### Cell sizes after repair

Scale: 4 px per um.
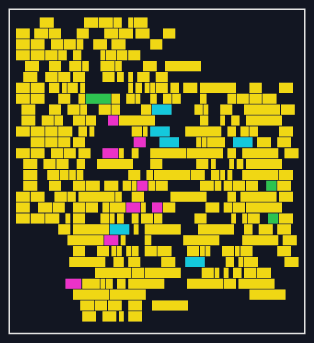
### I/O nets highlighted

Scale: 6 px per um.
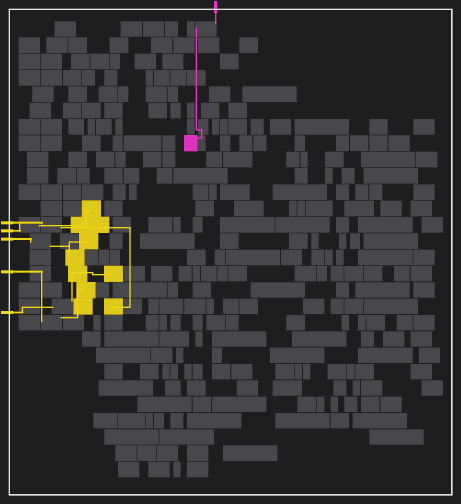
Design hazard_ctrl, sky130hd; sources not shown.
==> results_dict.tcl <==
# collected from the flow reports
set metrics [dict create \
    grt_setup_unrepaired "no" \
    arrival_ps 2860 \
    grt_pass1_wl_mm 7.91 \
    cts.sinks 33 \
    cpMaxStageDelayCell "clkdlybuf4s50_1" \
    ys_cells 217 \
    synth.largest_area_cell "dfrtp_1" \
    drtAntennaViolNets 0 \
    cts_root_buf "clkbuf_8" \
    drc 0 \
    period_minus_slack_ps 3230 \
    hold_depth 1 \
    vias_per_cell 5.07 \
    clk_latency_ps 280 \
    synth_cell_types 41 \
    synth.avg_cell_area_um2 9.59 \
    antenna_cells 0 \
    power_density_nw_per_um2 246 \
    netlist_instances 217 \
    wl_mm 4.97 \
    pre_cts_ws_ps 370 \
    setup_viol 0 \
    crit_type "input pin to output pin" \
    cp-end-kind "output pin" \
    yosys_area_um2 2080 \
    gp_congestion 0.867 \
    rows 28 \
    clk_path_buf_depth 2 \
    cap_violations 0 \
    drtPass1Iterations 4 \
    lay_top_count "clkdlybuf4s50_1" \
    tightest_slew_ps 430 \
    grt_max_degree 20 \
    hold_class "register to register" \
    htreeDepth 2 \
    cpMostUsedCell "clkdlybuf4s50_1" \
    synth_nets 260 \
    setup_tns_ps 0 \
    leakage_uw 0.00123 \
    crit_path_max_fanout 6 \
    synth_warnings 0 \
    warnings 27 \
    cts.reportedPaths.clkPinSlew_ps 60 \
    cts_setup_buffers 0 \
    layout_top_cells "73 x clkdlybuf4s50_1, 33 x xnor2_1, 33 x dfrtp_1, 25 x xor2_1, 25 x nand2_1" \
    antenna_found_initial 0 \
    chipArea_um2 5930 \
    drive_above_1_share_pct 5.70 \
    cpPeakStageDelay_ps 600 \
    outcome "finished, final reports clean" \
    wl_per_cell_um 13.3 \
    rr_worst_depth 6 \
    postSynthSeqShare_pct 39.7 \
    nets 341 \
    slew_headroom_pct 71.1 \
    die_y_um 80.7 \
    fp.coreArea_um2 5400 \
    timing.fmax_ghz 0.310 \
    cts_made_buffers 5 \
    cts_tree "yes" \
    post-route-period-util_pct 86.1 \
    drtIter0Drc 46 \
    top_area_share_pct 39.7 \
    grt_pass1_vias 1858 \
    finalMaxSlewViolations 0 \
    final.setup_skew_ps 2.10 \
    place_area_um2 2930 \
    cp.required_ps 3380 \
    grt_overflow 0 \
    synth_flops 33 \
    r2r_slack_ps 1650 \
    topCellsByArea "dfrtp_1 40%, xnor2_1 14%, xor2_1 11%" \
    netlist_area_um2 2080 \
    start_kind "input pin" \
    vias 1891 \
    grt_use_total_pct 17.7 \
    finalHoldViolCount 0 \
    fp_util_pct 38.6 \
    dp_hpwl_mm 4.06 \
    crit_chain "clkdlybuf4s50_1, or4_1, nor2_1, nor4_1, a22o_1, nand2_1, and3_1, clkdlybuf4s50_1" \
    ir_drop_v 0.000144 \
    die_w_um 73.5 \
]
Notes on 'Cell sizes after repair' above:
- magenta: x2 (cells 8)
- yellow: x1 and smaller (cells 281)
- green: x3 and x4 (cells 3)
- cyan: x6 and larger (cells 6)
Non-clk bufs: 78
Final WS setup: 520 ps
Area growth syn-to-layout: 44.5%
finished layout cell area: 3010 um2

Notes on 'I/O nets highlighted' above:
- magenta: if_id_load (direction output; edge top; end cells 1; wire 22.3 um)
- yellow: ex_rd (direction input; edge left; end cells 10; wire 99.5 um)
port bufs: 76
IO Pins: 78

final cells by class:
type	count	area, um2
Fill cell	518	2390
Multi-Input combinational cell	177	1220
Sequential cell	33	826
Timing Repair Buffer	78	772
Tap cell	75	93.8
Clock buffer	7	86.3
Inverter	3	11.3
logic make-up (layout without fill, tap and decap cells):
logic type,count (synthesis),after routing,share of synthesized area [%]
multiplexers,2,2,1.08
flip-flops,33,33,39.7
AND-OR/OR-AND,14,14,5.71
adder cells (fa/ha/maj),2,2,1.20
AND/OR/NAND/NOR,101,101,26.1
XOR/XNOR,58,58,24.4
buffers and inverters,7,88,1.80
worst max-delay path, delay by kind of cell:
kind | cells | cell delay, ps
buf+inv | 2 | 1130
compound gates | 1 | 300
simple gates | 5 | 1040
synthesized netlist by cell type (all sizes together):
library cell,count
a21oi,1
o311ai,1
dfrtp,33
nand3,17
mux2,2
nand2b,2
buf,2
nand4,12
nand3b,2
xnor2,33
nor3,4
a211o,1
inv,3
and4,3
o21ai,2
a22o,2
and2,3
nor2b,2
nor4,6
a31o,1
o41a,1
clkbuf,2
o2111ai,1
nor2,10
o31ai,1
and3,9
o41ai,1
or4,2
or3,2
ha,2
nor4b,1
o211ai,1
or2b,1
xor2,25
o21a,1
nand2,25
routing by layer:
layer / vias to the layer above / global-route usage, % / part of all wire (%)
met2: 71 / 31.2 / 51
met5: - / 0 / 0
met3: 13 / 4.64 / 6.5
li1: 932 / - / -
met4: 0 / 8.46 / 2.7
met1: 875 / 19.5 / 40
power breakdown:
part	switching, uW	total [uW]	internal [uW]
clock	117	262	145
combinational	53.0	119	65.8
sequential	1.93	359	357
total	172	740	568
through the flow:
stage / cells / total power (uW) / util, % / hold slack, ps
after floorplan: 217 / 407 / - / 79.4
after global placement: 366 / 484 / 54.2 / 476
after detailed placement: 366 / 487 / 54.2 / 486
after CTS: 373 / 751 / 55.8 / 495
after global routing: 373 / 775 / 55.8 / 511
final: 373 / 740 / 55.8 / 486
what timing repair did:
item                                    CTS  global route
hold endpoints to repair                  0             0
hold buffers                              0             0
endpoints found under the setup margin    3             0
resized                                   3             0
Power and IR drop assume default switching activity.
